File: src/rtl/timer_bank.sv
// rtl/timer_bank.sv - bank of independent countdown timers with a shared decrement tick.
// Define TIMER_BANK_PERIODIC_EN to enable auto-reload (periodic) mode; otherwise every channel is one-shot.
module timer_bank #(
    parameter int WIDTH    = 8,
    parameter int CHANNELS = 4,
    localparam int CW      = (CHANNELS > 1) ? $clog2(CHANNELS) : 1
) (
    input  logic                clk,
    input  logic                sys_reset_n,
    input  logic                enable,
    input  logic                start_timer,
    input  logic [CW-1:0]       start_chan,
    input  logic [WIDTH-1:0]    clk_value,
    input  logic                periodic,
    input  logic                stop_timer,
    input  logic [CW-1:0]       stop_chan,
    input  logic [CW-1:0]       read_chan,
    output logic [CHANNELS-1:0] expired,
    output logic [CHANNELS-1:0] active,
    output logic [WIDTH-1:0]    countdown,
    output logic                any_expired
);

    logic [WIDTH-1:0]    count_q [CHANNELS];
    logic [WIDTH-1:0]    count_d [CHANNELS];
    logic [CHANNELS-1:0] active_q, active_d;
    logic [CHANNELS-1:0] expired_q, expired_d;
    logic [CHANNELS-1:0] start_sel, stop_sel;

`ifdef TIMER_BANK_PERIODIC_EN
    logic [WIDTH-1:0]    reload_q [CHANNELS];
    logic [WIDTH-1:0]    reload_d [CHANNELS];
    logic [CHANNELS-1:0] mode_q, mode_d;
`else
    logic unused_periodic;
    assign unused_periodic = periodic;
`endif

    // Out-of-range channel numbers never match any index, so they are ignored.
    always_comb begin
        start_sel = '0;
        stop_sel  = '0;
        for (int i = 0; i < CHANNELS; i++) begin
            start_sel[i] = start_timer && (start_chan == CW'(i));
            stop_sel[i]  = stop_timer && (stop_chan == CW'(i));
        end
    end

    // Priority per channel: start, then stop, then the enable tick.
    always_comb begin
        for (int i = 0; i < CHANNELS; i++) begin
            count_d[i]   = count_q[i];
            active_d[i]  = active_q[i];
            expired_d[i] = 1'b0;
`ifdef TIMER_BANK_PERIODIC_EN
            reload_d[i]  = reload_q[i];
            mode_d[i]    = mode_q[i];
`endif
            if (start_sel[i]) begin
                count_d[i]   = clk_value;
                active_d[i]  = |clk_value;
                expired_d[i] = ~|clk_value;
`ifdef TIMER_BANK_PERIODIC_EN
                reload_d[i]  = clk_value;
                mode_d[i]    = periodic && (|clk_value);
`endif
            end else if (stop_sel[i]) begin
                active_d[i] = 1'b0;
            end else if (active_q[i] && enable) begin
                if (count_q[i] > WIDTH'(1)) begin
                    count_d[i] = count_q[i] - WIDTH'(1);
                end else begin
                    expired_d[i] = 1'b1;
                    count_d[i]   = '0;
                    active_d[i]  = 1'b0;
`ifdef TIMER_BANK_PERIODIC_EN
                    if (mode_q[i]) begin
                        count_d[i]  = reload_q[i];
                        active_d[i] = 1'b1;
                    end
`endif
                end
            end
        end
    end

    always_ff @(posedge clk or negedge sys_reset_n) begin
        if (!sys_reset_n) begin
            for (int i = 0; i < CHANNELS; i++) begin
                count_q[i] <= '0;
            end
            active_q  <= '0;
            expired_q <= '0;
        end else begin
            for (int i = 0; i < CHANNELS; i++) begin
                count_q[i] <= count_d[i];
            end
            active_q  <= active_d;
            expired_q <= expired_d;
        end
    end

`ifdef TIMER_BANK_PERIODIC_EN
    always_ff @(posedge clk or negedge sys_reset_n) begin
        if (!sys_reset_n) begin
            for (int i = 0; i < CHANNELS; i++) begin
                reload_q[i] <= '0;
            end
            mode_q <= '0;
        end else begin
            for (int i = 0; i < CHANNELS; i++) begin
                reload_q[i] <= reload_d[i];
            end
            mode_q <= mode_d;
        end
    end
`endif

    always_comb begin
        countdown = '0;
        for (int i = 0; i < CHANNELS; i++) begin
            if (read_chan == CW'(i)) begin
                countdown = count_q[i];
            end
        end
    end

    assign active      = active_q;
    assign expired     = expired_q;
    assign any_expired = |expired_q;

endmodule

File: config.mk
export PLATFORM = sky130hd
export DESIGN_NAME = timer_bank
export DESIGN_NICKNAME = d
export VERILOG_FILES = /design/src/rtl/timer_bank.sv
export SDC_FILE = /design/constraint.sdc
export NUM_CORES = 1
export LEC_CHECK = 0
export ABC_AREA = 0
export CORE_MARGIN = 2
export CORE_UTILIZATION = 56
export CTS_BUF_LIST = sky130_fd_sc_hd__clkbuf_4 sky130_fd_sc_hd__clkbuf_8
export DETAILED_ROUTE_END_ITERATION = 10
export MAX_ROUTING_LAYER = met4
export PLACE_DENSITY = 0.8
export SLEW_MARGIN = 15
export SYNTH_ARGS = -nofsm -noshare
export SYNTH_HDL_FRONTEND = slang
export SYNTH_SLANG_ARGS = --single-unit
File: constraint.sdc
create_clock -name clk -period 2.59 [get_ports clk]
set_input_delay 0.518 -clock clk [delete_from_list [all_inputs] [get_ports clk]]
set_output_delay 0.518 -clock clk [all_outputs]
set_load 0.005 [all_outputs]
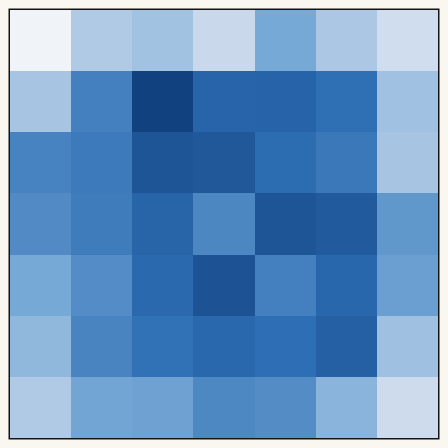
Fig. 1. Placement density heat map.
The die is cut into 7 by 7 equal tiles; white is low, dark blue is high, 0 to 100% covered.
- fullest tile: 93%
- tiles over 75% full: 31%
- densest ninth of the die: centre
- mean over tiles: 60%

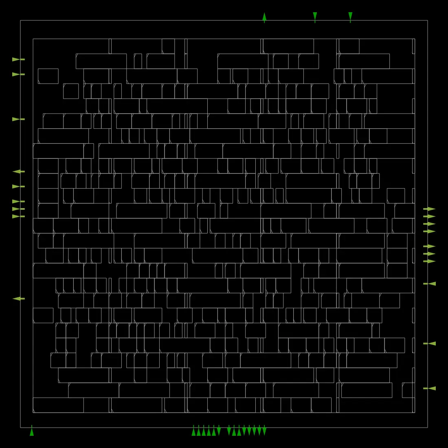
Fig. 2. Cell placement.
Tapcells: 67
Placement Rows: 25
FFs & Latches: 40
Core Box Area: 4720 µm²

[critical path, stage by stage]
cell	delay, ns
sky130_fd_sc_hd__clkdlybuf4s50_1	0.50
sky130_fd_sc_hd__mux4_2	0.49
sky130_fd_sc_hd__clkdlybuf4s50_1	0.47
[area by class of cell]
class | instances | share of cell area [%]
Sequential cell | 40 | 29.8
Tap cell | 67 | 2.50
Clock inverter | 2 | 1.04
Clock buffer | 6 | 2.28
Timing Repair Buffer | 52 | 14.4
Inverter | 9 | 1.01
Multi-Input combinational cell | 241 | 48.9
[per-layer routing]
layer / vias to the layer above / wire (µm)
li1: 1261 / -
met1: 1323 / 3540
met2: 119 / 3710
met3: 17 / 661
met4: 0 / 181
met5: - / 0
[cell families (layout without fill, tap and decap cells)]
group / after synthesis / in the layout
compound gates: 86 / 86
fa+ha+maj: 8 / 8
buf+inv: 26 / 69
simple gates: 135 / 135
flops: 40 / 40
mux: 12 / 12
[metrics by stage]
stage	hold WS [ns]	power, mW
global placement	0.531	1.89
CTS	0.371	2.44
finish	0.341	2.46
floorplan	0.222	1.54
global route	0.425	2.61
detailed placement	0.542	1.92
[cells in the mapped netlist, types with 3 or more instances]
| cell | n |
|---|---|
| sky130_fd_sc_hd__nand3_1 | 17 |
| sky130_fd_sc_hd__o21ai_0 | 13 |
| sky130_fd_sc_hd__a211o_1 | 6 |
| sky130_fd_sc_hd__mux4_2 | 8 |
| sky130_fd_sc_hd__nor3_1 | 13 |
| sky130_fd_sc_hd__a21oi_1 | 24 |
| sky130_fd_sc_hd__nand3b_1 | 5 |
| sky130_fd_sc_hd__or3_1 | 7 |
| sky130_fd_sc_hd__inv_1 | 9 |
| sky130_fd_sc_hd__a31oi_1 | 11 |
| sky130_fd_sc_hd__nor2_1 | 28 |
| sky130_fd_sc_hd__dfrtp_1 | 40 |
| sky130_fd_sc_hd__ha_1 | 8 |
| sky130_fd_sc_hd__mux2i_1 | 4 |
| sky130_fd_sc_hd__and3_1 | 7 |
| sky130_fd_sc_hd__clkbuf_1 | 14 |
| sky130_fd_sc_hd__a21o_1 | 3 |
| sky130_fd_sc_hd__or4_1 | 3 |
| sky130_fd_sc_hd__nand2_1 | 26 |
| sky130_fd_sc_hd__nor4_1 | 9 |
[flip-flops by register name, indices dropped and copies added (netlist names)]
name and cells:
expired 4, active 4, count_q 32
[worst min path at each step]
stage	start	endpoint	slack, ns	depth (start not counted)
2_1_floorplan	sys_reset_n	active[0]$_DFFE_PN0P_	0.22	0
3_3_place_gp	active[0]$_DFFE_PN0P_	active[0]$_DFFE_PN0P_	0.53	1
3_5_place_dp	active[0]$_DFFE_PN0P_	active[0]$_DFFE_PN0P_	0.54	1
4_1_cts	sys_reset_n	count_q[4]$_DFFE_PN0P_	0.37	1
5_1_grt	sys_reset_n	count_q[13]$_DFFE_PN0P_	0.42	1
6_report	sys_reset_n	count_q[30]$_DFFE_PN0P_	0.34	1
[power by group]
part           switching [mW]  total (mW)  internal, mW
Combinational           0.403       0.874         0.471
Clock                   0.241       0.538         0.297
Sequential              0.275        1.05         0.778
Total                   0.919        2.46          1.55
==> notes.md <==
Numbers from the implementation run.

The number of nets in the synthesized netlist is 335. At the later pin of the worst-skew pair, clock insertion delay measures 0.31 ns. The type of origin of the critical path is an input pin. The core utilization of the finished layout is 71.0%. The post-cts hold buffer count is 0. In this run the deepest clock path goes through 2 buffers. The die is 74.1 µm wide. In the routed design, unresolved DRC markers number 0. The global routing's busiest layer is met2.

Before any placement, the netlist area is recorded as 2750 µm². The final report lists the setup-violating endpoint count as 0. Per the timing report, the biggest fanout along the worst path comes to 2. In this run the worst setup path begins at read_chan[1]. The floorplan core density is 58.2%.

In this run the VDD rail shows a maximum IR drop of 0.393 mV. The top cell type in the final layout, fill and taps aside, is sky130_fd_sc_hd__dfrtp_1. Prior to clock tree synthesis, the placed netlist has a worst setup slack of -0.0756 ns. The routed via count divided by cell count is 6.52. The simple-gate area share of the yosys netlist is 26.6%.

Yosys reported that registers with async set or reset make up 100%. The overall die size recorded for this design is 5490 µm². The wire-length estimate of the detail-placed layout is 5.95 mm. In the layout the commonest cells are sky130_fd_sc_hd__dfrtp_1, sky130_fd_sc_hd__clkdlybuf4s50_1, sky130_fd_sc_hd__nor2_1.

Setup repair after global routing left no endpoint under its margin. The final routed wirelength across all metal layers is 8.09 mm. The setup fix buffers added after clock tree synthesis is 0. Cells with a size suffix above 1 make up 13.4% of the layout. The critical path data required time is 2.07 ns. The type of element capturing the critical path is a primary output. The relative slew slack is 39.2%. In this run, placement finished with an instance count of 409. The met3 capacity usage during global routing is 6.91%. The iteration count of the initial detailed-routing pass is 5. Clock skew on the completed layout was measured at 0.00998 ns.

The count of nets after finishing is 377. A synthesized cell averages 8.96 µm². The chip area in the Yosys report is 2750 µm². The root buffer cell chosen for the clock tree is sky130_fd_sc_hd__clkbuf_8.

The number of endpoints with negative hold slack in the final report is 0. The met2 track demand over resource in global routing is 48.8%. The multiplexer share of the synthesized area is 8.01%.

In this run the remaining antenna-violating nets after routing total 0. The data arrival time of the critical path is 1.98 ns. The post-route minimum period is 2.49 ns. The dominant combinational cell family by area after synthesis is simple AND/OR/NAND/NOR gates. In the setup report, the worst path falls into the class in2out. The maximum number of pins on one net before global-route repair is 41. Clock tree synthesis found a total of 40 sinks. In the final report, the number of pins over their slew limit comes to 0. Buffers placed on the I/O ports in this run total 35. 37 I/O pins were placed. After routing, the total negative slack on setup checks comes to 0 ns. Across all layers, the routed design uses 2720 vias. The cell area after placement is 3250 µm².

The sequential cell area in the final layout is 1000 µm². The final critical-path share of the clock period is 96.3%. The antenna diode instance count is 0. The area growth from synthesis to final layout is 22.0%. Summed over all cells, the static leakage comes to 1.41 nW. The run reported a max-capacitance violation count of 0. The detailed-route wire length per cell is 19.4 µm. The maximum level of the CTS H-tree is 2.

RePlAce ended its routability-driven mode at a weighted congestion of 0.939. Yosys attributes the largest share of cell area to sky130_fd_sc_hd__dfrtp_1, sky130_fd_sc_hd__mux4_2, sky130_fd_sc_hd__a21oi_1. The gate-level netlist out of Yosys references 56 unique cell types.

The synthesized-area fraction occupied by ao, oa, aoi and oai cells is 21.5%. After routing the design area is 3350 µm². The initial antenna violation count is 0. In this run, synthesis inferred 0 flip-flops with an integrated enable. According to the floorplan report, the die height is 74.1 µm. The flow ran to the end, and the final reports show no timing, DRC or antenna violations. The transition time of the tightest slew-check pin is 0.912 ns. TritonCTS built the clock tree.

The count of warning messages emitted by the tools is 31. The initial DRC count is 231. Per the synth stats, the flop cell with the highest instance count is sky130_fd_sc_hd__dfrtp_1. In this run the worst hold path is classified as in2async. The number of standard cells in the layout, taps in and fillers out is 417. The total global routing overflow is 0. The destination of the worst register-to-register timing path is count_q[20]$_DFFE_PN0P_. The tally of yosys warning messages is 0. OpenSTA lists the critical path endpoint as countdown[5]. The worst setup margin is 0.0958 ns.

In the Yosys report the total cell count is 307. Per Yosys stat, the portion of area used by sequential elements is 36.4%. In the final layout, the fill cell count is 367. Total power normalized to cell area comes to 735 nW/µm².

Per the synthesis report, the single largest cell type by area occupies 36.4% of cell area. STA shows the worst reg2reg path with a cell count of 6. The total routing usage reported by global routing is 32.9%. The global-route met1 utilization is 45.5%. The via count of the first global-routing pass is 2482.

The flip-flop and latch count after synthesis is 40. The clock-pin slew on the worst setup and hold paths is 0.08 ns. Of all cell types, the one taking the most synthesized area is sky130_fd_sc_hd__dfrtp_1.

The post-cts resize count is 2. The first global-routing pass estimated 12.9 mm of wire. The count of mapped cells out of synthesis is 307. The setup slack of the most critical reg-to-reg path is 0.42 ns. The layout report lists the multi-input gate area as 1640 µm².

TritonCTS created 5 clock buffers. The XOR/XNOR share of the synthesized area is 0%. The startpoint of the lowest-slack register-to-register path is count_q[16]$_DFFE_PN0P_.

Timing would allow up to 0.401 GHz. The adder and majority gate portion of the synthesized area is 3.64%.
Power and IR drop assume default switching activity.
